===== config.mk =====
export PLATFORM = sky130hd
export DESIGN_NAME = mem_arbiter
export DESIGN_NICKNAME = d
export VERILOG_FILES = /design/src/rtl/mem_arb_pkg.sv /design/src/rtl/arb_pick.sv /design/src/rtl/mem_arbiter.sv
export SDC_FILE = /design/constraint.sdc
export NUM_CORES = 1
export LEC_CHECK = 0
export CELL_PAD_IN_SITES_DETAIL_PLACEMENT = 1
export CELL_PAD_IN_SITES_GLOBAL_PLACEMENT = 1
export CORE_MARGIN = 10
export CORE_UTILIZATION = 30
export CTS_BUF_LIST = sky130_fd_sc_hd__clkbuf_4
export CTS_CLUSTER_DIAMETER = 80
export DETAILED_ROUTE_END_ITERATION = 12
export GPL_TIMING_DRIVEN = 0
export PLACE_DENSITY = 0.89
export SETUP_SLACK_MARGIN = 0.4
export SKIP_CTS_REPAIR_TIMING = 1
export SYNTH_ARGS = -nofsm -noshare
export SYNTH_HDL_FRONTEND = slang
export SYNTH_HIERARCHICAL = 1
export SYNTH_SLANG_ARGS = --single-unit

===== constraint.sdc =====
create_clock -name clk -period 4.6 [get_ports clk]
set_clock_uncertainty 0.15 [all_clocks]
set_input_delay 0.69 -clock clk [delete_from_list [all_inputs] [get_ports clk]]
set_output_delay 0.69 -clock clk [all_outputs]
set_load 0.01 [all_outputs]

===== src/rtl/mem_arb_pkg.sv =====
// rtl/mem_arb_pkg.sv - shared FSM encoding, grant indices and default latency for mem_arbiter
package mem_arb_pkg;

  typedef enum logic [1:0] {
    IDLE   = 2'd0,
    ACCESS = 2'd1,
    DONE   = 2'd2
  } state_t;

  localparam int GNT_I = 0;
  localparam int GNT_D = 1;

  localparam int MEM_LATENCY_DEF = 2;

endpackage


===== src/rtl/arb_pick.sv =====
// rtl/arb_pick.sv - combinational 2-way pick; round-robin under ARB_ROUND_ROBIN_EN, else D wins ties
module arb_pick
  import mem_arb_pkg::*;
(
`ifdef ARB_ROUND_ROBIN_EN
  input  logic       last_d,
`endif
  input  logic [1:0] req,
  output logic [1:0] pick
);

  always_comb begin
    pick = '0;
    if (req[GNT_I] && req[GNT_D]) begin
`ifdef ARB_ROUND_ROBIN_EN
      if (last_d) pick[GNT_I] = 1'b1;
      else        pick[GNT_D] = 1'b1;
`else
      pick[GNT_D] = 1'b1;
`endif
    end else begin
      pick = req;
    end
  end

endmodule


===== src/rtl/mem_arbiter.sv =====
// rtl/mem_arbiter.sv - I/D port arbiter for one shared memory with fixed access latency
// Optional round-robin tie-break: define ARB_ROUND_ROBIN_EN.
module mem_arbiter
  import mem_arb_pkg::*;
#(
  parameter int MEM_LATENCY = MEM_LATENCY_DEF
) (
  input  logic        clk,
  input  logic        rst,
  input  logic        i_req,
  input  logic [31:0] i_addr,
  output logic [31:0] i_rdata,
  output logic        i_done,
  input  logic        d_req,
  input  logic        d_we,
  input  logic [31:0] d_addr,
  input  logic [31:0] d_wdata,
  output logic [31:0] d_rdata,
  output logic        d_done,
  output logic        mem_en,
  output logic        mem_we,
  output logic [31:0] mem_addr,
  output logic [31:0] mem_wdata,
  input  logic [31:0] mem_rdata,
  output logic [1:0]  grant
);

  localparam int CW = $clog2(MEM_LATENCY + 1);

  state_t        state, state_nx;
  logic [CW-1:0] cnt;
  logic [1:0]    pick;
  // Owner of the current/last access; doubles as the round-robin pointer (0 = I).
  logic          last_d;

  arb_pick u_pick (
`ifdef ARB_ROUND_ROBIN_EN
    .last_d (last_d),
`endif
    .req    ({d_req, i_req}),
    .pick   (pick)
  );

  always_ff @(posedge clk or posedge rst) begin
    if (rst) state <= IDLE;
    else     state <= state_nx;
  end

  always_comb begin
    state_nx = state;
    case (state)
      IDLE:    if (|pick) state_nx = ACCESS;
      ACCESS:  if (cnt == CW'(1)) state_nx = DONE;
      DONE:    state_nx = IDLE;
      default: state_nx = IDLE;
    endcase
  end

  always_ff @(posedge clk or posedge rst) begin
    if (rst) begin
      cnt       <= '0;
      last_d    <= 1'b0;
      mem_en    <= 1'b0;
      mem_we    <= 1'b0;
      mem_addr  <= '0;
      mem_wdata <= '0;
      grant     <= '0;
      i_done    <= 1'b0;
      d_done    <= 1'b0;
      i_rdata   <= '0;
      d_rdata   <= '0;
    end else begin
      i_done <= 1'b0;
      d_done <= 1'b0;
      case (state)
        IDLE: begin
          if (|pick) begin
            mem_en <= 1'b1;
            grant  <= pick;
            last_d <= pick[GNT_D];
            cnt    <= CW'(MEM_LATENCY);
            if (pick[GNT_D]) begin
              mem_we    <= d_we;
              mem_addr  <= d_addr & 32'hFFFF_FFFC;
              mem_wdata <= d_wdata;
            end else begin
              mem_we    <= 1'b0;
              mem_addr  <= i_addr & 32'hFFFF_FFFC;
            end
          end
        end
        ACCESS: begin
          cnt <= cnt - CW'(1);
          if (cnt == CW'(1)) begin
            // Last access cycle: capture read data and raise done for the DONE cycle.
            mem_en <= 1'b0;
            mem_we <= 1'b0;
            grant  <= '0;
            if (last_d) begin
              d_done <= 1'b1;
              if (!mem_we) d_rdata <= mem_rdata;
            end else begin
              i_done  <= 1'b1;
              i_rdata <= mem_rdata;
            end
          end
        end
        default: ;
      endcase
    end
  end

endmodule


Fig. 1: clock distribution
The bar under the picture is 50 um long.
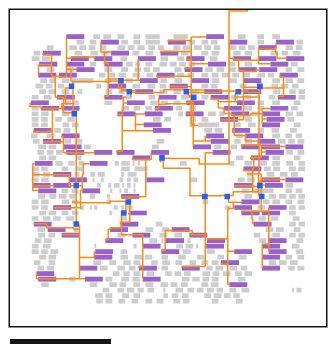
- purple: flip-flops (count 137)
- orange: clock wires (length 1,950 um)
- blue: clock-net drivers (count 17)
- flops lie: all over the die
- routed clock nets: 18

Fig. 2: layout detail
Region (58, 58) to (98, 98) um. Cells in gray, sequential cells in the stronger gray; small squares are vias.
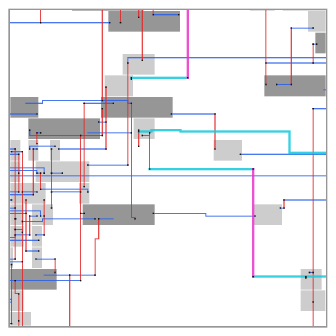
- cyan: M3
- red: M2
- magenta: M4
- blue: M1
- sequential cells in the window: 6
- cells with their middle in the window: 26
- netlist names of flops here include: `i_rdata` (2)
- most frequent: dfrtp_1 (6), clkbuf_4 (3), clkdlybuf4s50_1 (3)

Fig. 3: signal wires on met3
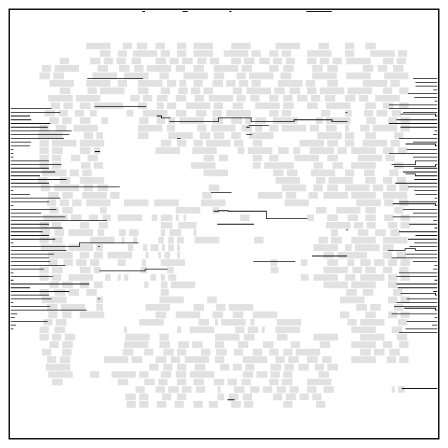
- main direction: horizontal
- wire length on this layer: 1,760 um
- share of all routed wire: 9.5%

==> impl_metrics.yaml <==
# generated from flow reports
route:
  detail_route.wl_per_cell_um: 21.1
  drc: 0
  num_vias: 4027
  firstDrtPassIters: 4
  first_iter_violations: 99
  avgViaCountPerCell: 4.61
  ant_nets: 0
  drt_wl_total_um: 18400
final_timing:
  setup_ws_ns: 2.15
  worst_pin_slew_ns: 0.778
  fmax_ghz: 0.409
  min_period_ns: 2.45
  grt_setup_unrepaired: "false"
  drv_slew: 0
  finalSetupTns_ns: 0
  relSlewSlack_pct: 48.0
  whs_ns: 0.343
  hold_viol: 0
  setup_viol: 0
  finalCritPeriodShare_pct: 53.2
final_layout:
  utilization_pct: 48.7
  final_cell_mix: "clkdlybuf4s50_1, mux2_2, dfrtp_1"
  final_common_cell: "clkdlybuf4s50_1"
  logic_area_um2: 1970
  syn_to_final_growth_pct: 59.1
  fill_cells: 1849
  layout-drive-gt1-share_pct: 31.7
  finalNetCount: 765
  seq_area_um2: 3430
synth:
  yosysSeqAreaShare_pct: 61.9
  yosysUniqueCellTypes: 26
  ys_cells: 347
  synth_top_area_share_pct: 61.9
  post-synth-top-area-cell: "dfrtp_1"
  topCellsByArea: "dfrtp_1, mux2_2, mux2_1"
  synth-seq-cells: 137
  ys_chip_area_um2: 5540
  avgSynthCellArea_um2: 16.0
  mappedNetlistArea_um2: 5540
  synthCells: 347
  yosysWarningCount: 6
setup_path:
  startpoint_type: "register"
  crit_path_end_kind: "primary output"
  reg2reg_to: "i_rdata[15]$_DFFE_PP0P_"
  cp_slowest_stage_delay_ns: 0.60
  cp_max_fo: 3
  path_depth: 1
  cp_num_buf_inv: 1
  required_ns: 3.76
  cp.arrival_ns: 1.61
  path_cells: "clkdlybuf4s50_1"
  reg2reg_depth: 4
  crit_family: "buffers and inverters"
  worstReg2RegStart: "state[1]$_DFFE_PP0P_"
  reg2reg_slack_ns: 2.53
  critPathKind: "register to primary output"
  crit_slowest_cell: "clkdlybuf4s50_1"
min_path:
  min_from: "grant[1]$_DFFE_PP0P_"
  worstHoldPathType: "register to register"
  hold_path_end: "grant[1]$_DFFE_PP0P_"
  hold_depth: 1
grt:
  grt_first_pass_wirelength_um: 28100
  grt_max_degree: 38
  grt_overflow: 0
  antenna_found_initial: 1
  grt_pass1_vias: 4815
  grt_usage_pct: 15.0
job:
  warnings: 31
  cap_violations: 0
clock_network:
  cts_tree: "built"
  cts-root-buf: "clkbuf_4"
  h-tree-depth: 4
  clk_path_buf_depth: 2
  clk_pin_slew_ns: 0.13
run_status:
  status: "completed"
die:
  fp.dieH_um: 156
  die-width_um: 156
  ioPinCount: 267
  initCoreUtil_pct: 30.6
  core_area_um2: 18100
  row_count: 49
  die_area_um2: 24300
placed_design:
  portBuffers: 260
  gp_congestion: 0.765
  post-dp-hpwl_um: 15000
  dp_slack_ns: 1.69
power_and_ir_drop:
  power_density_nw_per_um2: 657
  ir_drop_uv: 295
  leakage_uw: 0.00361
Fig. 4: routed metal per tile
The bar under the picture is 50 um long. 31 x 31 tiles, from white (low) to dark blue (high), scaled to the fullest tile. Values are wire area over tile area, all layers added.
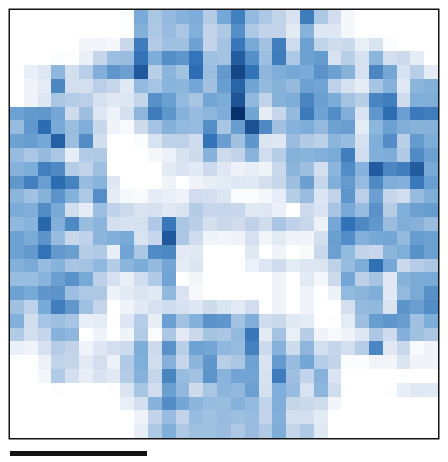
- mean over tiles: 0.12
- fullest tile: 0.42
- tiles over half the peak: 19%
- nearly empty tiles: 18%
- densest ninth of the die: top center

Fig. 5: clock wiring as the flow saved it
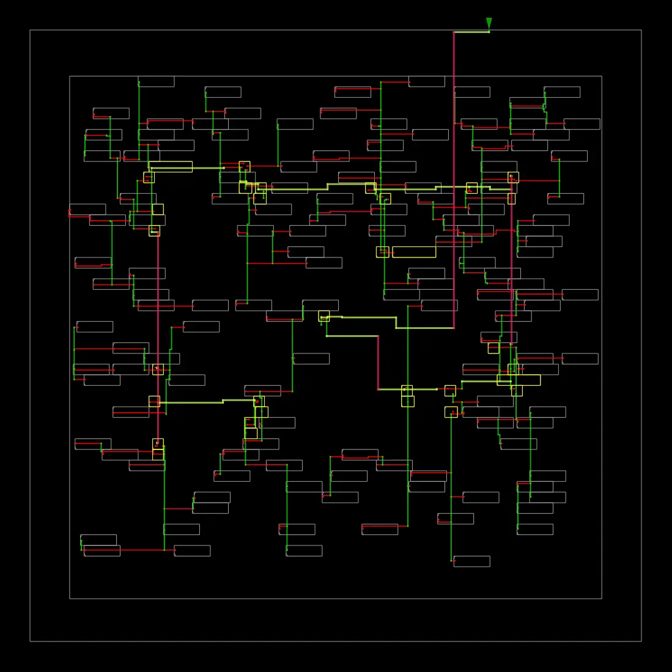
Clk power: 881 uW
Latency at later pin: 0.54 ns
Sink Count: 137
CTS Buf Count: 17
flip-flops: 137

==> stage by stage <==
step	power, uW	cells	area, um2
floorplan	3300	348	5550
global placement	4830	837	8440
detailed placement	5000	840	8500
CTS	5910	872	8810
global route	6160	873	8820
finish	5790	873	8820
==> cell type report <==
type,count,area share [%]
diodes,1,0.0284
flip-flops and latches,137,38.9
clock buffers,17,1.45
multi-input cells,188,22.4
plain buffers,20,1.52
clock inverters,15,2.11
well taps,229,3.25
repair buffers,263,30.2
inverters,3,0.170
==> synth_stat cells (all sizes together) <==
| cell | count |
|---|---|
| nor2b | 2 |
| nor3b | 2 |
| nand2b | 2 |
| buf | 16 |
| a21o | 2 |
| nand3b | 1 |
| clkbuf | 4 |
| nor3 | 1 |
| dfrtp | 137 |
| ha | 2 |
| and3 | 1 |
| a211o | 1 |
| a22o | 2 |
| a31oi | 1 |
| o21a | 1 |
| mux2 | 156 |
| nor2 | 3 |
| and2 | 2 |
| o21ai | 3 |
| nand2 | 4 |
| conb | 1 |
| inv | 3 |
==> sequential cells by signal (all words and copies together) (netlist names) <==
register and cells:
cnt 2, d_done 1, d_rdata 32, grant 2
i_done 1, i_rdata 32, last_d 1, mem_addr 30
mem_en 1, mem_wdata 32, mem_we 1, state 2
==> per-layer routing <==
layer / track usage [%] / share of wire (%) / vias to the layer above
met3: 6.42 / 9.5 / 17
met2: 27.4 / 54 / 164
met1: 14.9 / 35 / 2054
li1: - / - / 1792
met5: 0 / 0 / -
met4: 4.99 / 1.8 / 0
==> cell families (layout without fill, tap and decap cells) <==
family,after synthesis,in the layout,synth area share [%]
and+or+nand+nor,18,18,2.05
other,1,3,0.0677
muxes,156,156,31.7
adders and majority gates,2,2,0.451
DFF,137,137,61.9
AOI/OAI and AO/OA,10,10,1.26
buffers and inverters,23,318,2.62
==> power breakdown <==
part | switching (uW) | internal, uW | total, uW | leakage, uW
Combinational | 1050 | 1700 | 2760 | 0.00183
Sequential | 349 | 1810 | 2160 | 0.00162
Clock | 495 | 386 | 881 | 0.000156
Total | 1900 | 3900 | 5790 | 0.00361
==> worst max path at each step <==
stage / start / to / slack (ns)
2_1_floorplan: rst / cnt[0]$_DFFE_PP0P_ / 2.05
3_3_place_gp: rst / mem_addr[17]$_DFFE_PP0P_ / 0.92
3_5_place_dp: d_req / mem_addr[19]$_DFFE_PP0P_ / 1.69
4_1_cts: mem_we$_DFFE_PP0P_ / mem_we / 2.09
5_1_grt: mem_we$_DFFE_PP0P_ / mem_we / 2.02
6_report: mem_we$_DFFE_PP0P_ / mem_we / 2.15
No activity file was given, so power comes from the tool's default toggle rates.
